==> src/rtl/mips_defs.sv <==
// Shared MIPS decode constants for the W stage.
// Holds the opcode and funct field values the writeback decoder needs, the
// return-address register number, and the writeback-source select encoding.
package mips_defs;

    // Primary opcodes (IR[31:26])
    localparam logic [5:0] OP_RTYPE   = 6'h00;
    localparam logic [5:0] OP_JAL     = 6'h03;
    localparam logic [5:0] OP_IALU_LO = 6'h08;  // addi .. lui occupy 0x08-0x0f
    localparam logic [5:0] OP_IALU_HI = 6'h0f;
    localparam logic [5:0] OP_LB      = 6'h20;
    localparam logic [5:0] OP_LH      = 6'h21;
    localparam logic [5:0] OP_LW      = 6'h23;
    localparam logic [5:0] OP_LBU     = 6'h24;
    localparam logic [5:0] OP_LHU     = 6'h25;

    // R-type function codes (IR[5:0])
    localparam logic [5:0] FN_JR    = 6'h08;
    localparam logic [5:0] FN_JALR  = 6'h09;
    localparam logic [5:0] FN_MTHI  = 6'h11;
    localparam logic [5:0] FN_MTLO  = 6'h13;
    localparam logic [5:0] FN_MULT  = 6'h18;
    localparam logic [5:0] FN_MULTU = 6'h19;
    localparam logic [5:0] FN_DIV   = 6'h1a;
    localparam logic [5:0] FN_DIVU  = 6'h1b;

    localparam logic [4:0] REG_RA = 5'd31;

    // Writeback data source
    typedef enum logic [1:0] {
        WB_ALU = 2'd0,
        WB_MEM = 2'd1,
        WB_PC8 = 2'd2
    } wb_sel_e;

endpackage

==> src/rtl/load_ext.sv <==
// Load data extender.
// Picks the byte or halfword addressed by addr out of the little-endian memory
// word DR_W and sign- or zero-extends it according to the load opcode.
// Ports:
//   addr    in  2   byte offset within the word (bit 0 ignored for halfwords)
//   op      in  6   W-stage opcode
//   DR_W    in  32  raw word from data memory
//   ld_data out 32  extended load value (DR_W unchanged for lw / non-loads)
module load_ext
    import mips_defs::*;
(
    input  logic [1:0]  addr,
    input  logic [5:0]  op,
    input  logic [31:0] DR_W,
    output logic [31:0] ld_data
);

    logic [7:0]  byte_sel;
    logic [15:0] half_sel;

    always_comb begin
        // NOTE: every output of a combinational block gets a default first,
        // otherwise any path that skips an assignment infers a latch.
        byte_sel = DR_W[7:0];
        case (addr)
            2'd0: byte_sel = DR_W[7:0];
            2'd1: byte_sel = DR_W[15:8];
            2'd2: byte_sel = DR_W[23:16];
            2'd3: byte_sel = DR_W[31:24];
            default: byte_sel = DR_W[7:0];
        endcase
        half_sel = addr[1] ? DR_W[31:16] : DR_W[15:0];
    end

    always_comb begin
        ld_data = DR_W;
        case (op)
            OP_LB:   ld_data = {{24{byte_sel[7]}}, byte_sel};
            OP_LBU:  ld_data = {24'd0, byte_sel};
            OP_LH:   ld_data = {{16{half_sel[15]}}, half_sel};
            OP_LHU:  ld_data = {16'd0, half_sel};
            default: ld_data = DR_W;
        endcase
    end

endmodule

==> src/rtl/w_writeback_grf.sv <==
// W-stage writeback and general register file.
// Decodes the W-stage instruction, selects the writeback value (ALU result,
// extended load data or PC+8), writes the GRF, serves two D-stage read ports
// with same-cycle bypass of the value being written, and registers a commit
// record of each nonzero-register write.
// Ports:
//   clk, reset        clock and synchronous active-high reset
//   IR_W, AO_W, DR_W  W-stage instruction, ALU result / address, memory word
//   WPC_W, PC4_W      W-stage PC and PC+4
//   A1/A2 -> RD1/RD2  combinational read ports (bypass from W_A3/W_WD)
//   W_A3, W_WD        destination register (0 = none) and writeback data
//   commit_*          registered record of last cycle's write
module w_writeback_grf
    import mips_defs::*;
#(
    parameter int NREG = 32,
    parameter int DW   = 32
) (
    input  logic          clk,
    input  logic          reset,
    input  logic [31:0]   IR_W,
    input  logic [DW-1:0] AO_W,
    input  logic [DW-1:0] DR_W,
    input  logic [31:0]   WPC_W,
    input  logic [31:0]   PC4_W,
    input  logic [4:0]    A1,
    input  logic [4:0]    A2,
    output logic [DW-1:0] RD1,
    output logic [DW-1:0] RD2,
    output logic [4:0]    W_A3,
    output logic [DW-1:0] W_WD,
    output logic          commit_valid,
    output logic [31:0]   commit_pc,
    output logic [4:0]    commit_addr,
    output logic [DW-1:0] commit_data
);

    logic [5:0]    op;
    logic [5:0]    funct;
    logic [4:0]    rt;
    logic [4:0]    rd;
    wb_sel_e       wb_sel;
    logic [DW-1:0] ld_data;
    logic [DW-1:0] grf [NREG];

    assign op    = IR_W[31:26];
    assign funct = IR_W[5:0];
    assign rt    = IR_W[20:16];
    assign rd    = IR_W[15:11];

    // rs and shamt play no part in writeback.
    logic unused_fields;
    assign unused_fields = ^{IR_W[25:21], IR_W[10:6]};

    // Destination and source decode
    always_comb begin
        W_A3   = 5'd0;
        wb_sel = WB_ALU;
        case (op)
            OP_RTYPE: begin
                case (funct)
                    FN_JR, FN_MTHI, FN_MTLO,
                    FN_MULT, FN_MULTU, FN_DIV, FN_DIVU: W_A3 = 5'd0;
                    FN_JALR: begin
                        W_A3   = rd;
                        wb_sel = WB_PC8;
                    end
                    default: W_A3 = rd;
                endcase
            end
            OP_JAL: begin
                W_A3   = REG_RA;
                wb_sel = WB_PC8;
            end
            OP_LB, OP_LH, OP_LW, OP_LBU, OP_LHU: begin
                W_A3   = rt;
                wb_sel = WB_MEM;
            end
            default: begin
                if (op >= OP_IALU_LO && op <= OP_IALU_HI) W_A3 = rt;
            end
        endcase
    end

    load_ext u_load_ext (
        .addr    (AO_W[1:0]),
        .op      (op),
        .DR_W    (DR_W),
        .ld_data (ld_data)
    );

    // A nop decodes as sll $0; force its data to zero so the forwarding unit
    // sees a clean value rather than whatever sits on AO_W.
    always_comb begin
        W_WD = AO_W;
        if (IR_W != 32'd0) begin
            case (wb_sel)
                WB_PC8:  W_WD = PC4_W + 32'd4;
                WB_MEM:  W_WD = ld_data;
                default: W_WD = AO_W;
            endcase
        end else begin
            W_WD = '0;
        end
    end

    // Register file write and commit record
    always_ff @(posedge clk) begin
        if (reset) begin
            // NOTE: the GRF architecturally starts at zero, so the array is
            // cleared here; this prevents mapping it to a RAM macro, which is
            // acceptable for 32 entries.
            for (int i = 0; i < NREG; i++) grf[i] <= '0;
            commit_valid <= 1'b0;
            commit_pc    <= '0;
            commit_addr  <= '0;
            commit_data  <= '0;
        end else begin
            // NOTE: state is updated with non-blocking assignments so every
            // read in this block sees the pre-edge value.
            if (W_A3 != 5'd0) begin
                grf[W_A3]    <= W_WD;
                commit_valid <= 1'b1;
                commit_pc    <= WPC_W;
                commit_addr  <= W_A3;
                commit_data  <= W_WD;
            end else begin
                commit_valid <= 1'b0;
            end
        end
    end

    // Read ports with bypass of the in-flight write
    always_comb begin
        RD1 = grf[A1];
        RD2 = grf[A2];
        if (A1 == 5'd0)       RD1 = '0;
        else if (A1 == W_A3)  RD1 = W_WD;
        if (A2 == 5'd0)       RD2 = '0;
        else if (A2 == W_A3)  RD2 = W_WD;
    end

endmodule

==> config.mk <==
export PLATFORM = sky130hd
export DESIGN_NAME = w_writeback_grf
export DESIGN_NICKNAME = d
export VERILOG_FILES = /design/src/rtl/mips_defs.sv /design/src/rtl/load_ext.sv /design/src/rtl/w_writeback_grf.sv
export SDC_FILE = /design/constraint.sdc
export NUM_CORES = 2
export LEC_CHECK = 0
export CAP_MARGIN = 20
export CORE_UTILIZATION = 45
export DETAILED_ROUTE_END_ITERATION = 8
export PLACE_DENSITY = 0.63
export SLEW_MARGIN = 20
export SYNTH_ARGS = -nofsm -noshare
export SYNTH_HDL_FRONTEND = slang
export SYNTH_SLANG_ARGS = --single-unit
export TNS_END_PERCENT = 100
==> constraint.sdc <==
create_clock -name clk -period 4.4 [get_ports clk]
set_clock_uncertainty 0.15 [all_clocks]
set_input_delay 0.88 -clock clk [delete_from_list [all_inputs] [get_ports clk]]
set_output_delay 0.88 -clock clk [all_outputs]
set_load 0.01 [all_outputs]
Clock nets:
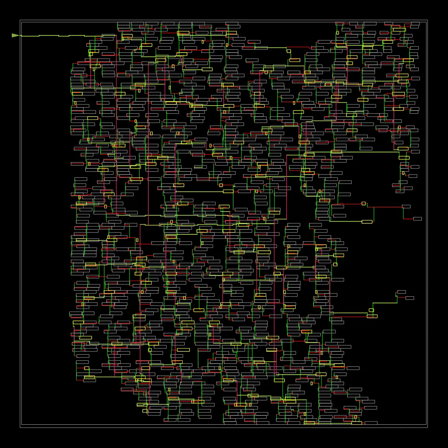
flop count: 1094
clk_buf instances: 147
CTS Buf Count: 113
clk latency late pin: 0.74 ns
clock sinks: 1094

Cell density map:
Bar = 100 microns. The die is cut into 36 by 36 equal tiles; dark purple is low, yellow is high, 0 to 100% covered.
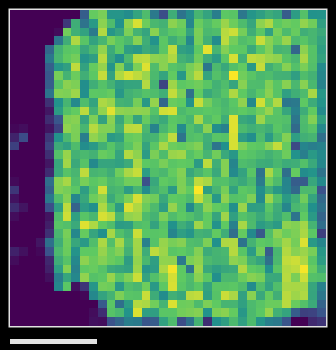
- mean over tiles: 57%
- nearly empty tiles: 12%
- emptiest ninth of the die: bottom left
fp util: 45.4%
Util after Layout: 60.1%
CORE AREA: 0.130 sq mm

==> impl_metrics.env <==
# physical design summary
export IMPL_ys_seq_elements=1094
export IMPL_cp_num_buf_inv=9
export IMPL_xor_share_pct=0.0893
export IMPL_powerClk_mw=9.97
export IMPL_top_layer_used="met5"
export IMPL_crit_chain="buf_6, nor3_1, buf_4, o311a_4, o31ai_4, a211o_1, nor3_4, buf_12, buf_12, buf_12, buf_6, buf_6, mux2i_1, buf_4, buf_6"
export IMPL_r2r_setup_slack_ns=3.49
export IMPL_end_kind="output port"
export IMPL_met3_length_mm=29.5
export IMPL_first_pass_iters=6
export IMPL_seqPwrFrac_pct=44.3
export IMPL_drt_vias_per_instance=6.28
export IMPL_largest_class="flip-flops and latches"
export IMPL_period_used_pct=104
export IMPL_power_mw=27.7
export IMPL_r2r_end="commit_data[23]"
export IMPL_violations="negative setup slack"
export IMPL_nNetsFinal=5939
export IMPL_netlist_area_sq_mm=0.0589
export IMPL_combAreaFraction_pct=33.7
export IMPL_cp_common_cell="buf_6"
export IMPL_tritoncts="done"
export IMPL_drive_above_1_share_pct=35.0
export IMPL_signal_buffers=1262
export IMPL_worstSetupPathType="in -> out"
export IMPL_ys_warn_count=0
export IMPL_p_comb_share_pct=19.7
export IMPL_seq_cell_share_pct=41.2
export IMPL_powerComb_mw=5.45
export IMPL_final_setup_tns_ns=-3.35
export IMPL_cp_depth=15
export IMPL_worst_endpoint_required_ns=3.37
export IMPL_mux_share_pct=21.6
export IMPL_gp_congestion=1.02
export IMPL_setup_viol_count_final=47
export IMPL_holdBufCountCts=0
export IMPL_synthCells=4838
export IMPL_slowest_delay_ns=0.38
export IMPL_syn2layout_area_growth_pct=32.5
export IMPL_synth_top_area_share_pct=52.2
export IMPL_grt_pass1_vias=46556
export IMPL_multi_input_comb_cells=3241
export IMPL_dp_cells=7253
export IMPL_slew_limit_headroom_pct=32.6
export IMPL_die_x_microns=364
export IMPL_status="finished with violations"
export IMPL_via_count=47754
export IMPL_min_period_ns=4.60
export IMPL_wl_met2_mm=105
export IMPL_cts_root_buffer_cell="clkbuf_16"
export IMPL_inv_count=52
export IMPL_setup_slack_ns=-0.198
export IMPL_grt_pass1_wl_mm=326
export IMPL_drc=0
export IMPL_met3_usage_pct=8.80
export IMPL_hp_class="reg -> reg"
export IMPL_clkTransAtPathRegs_ns=0.06
export IMPL_yosys_area_share_aoi_pct=5.02
export IMPL_crit_path_top_delay_cell="nor3_1"
export IMPL_cts_repair_resized=655
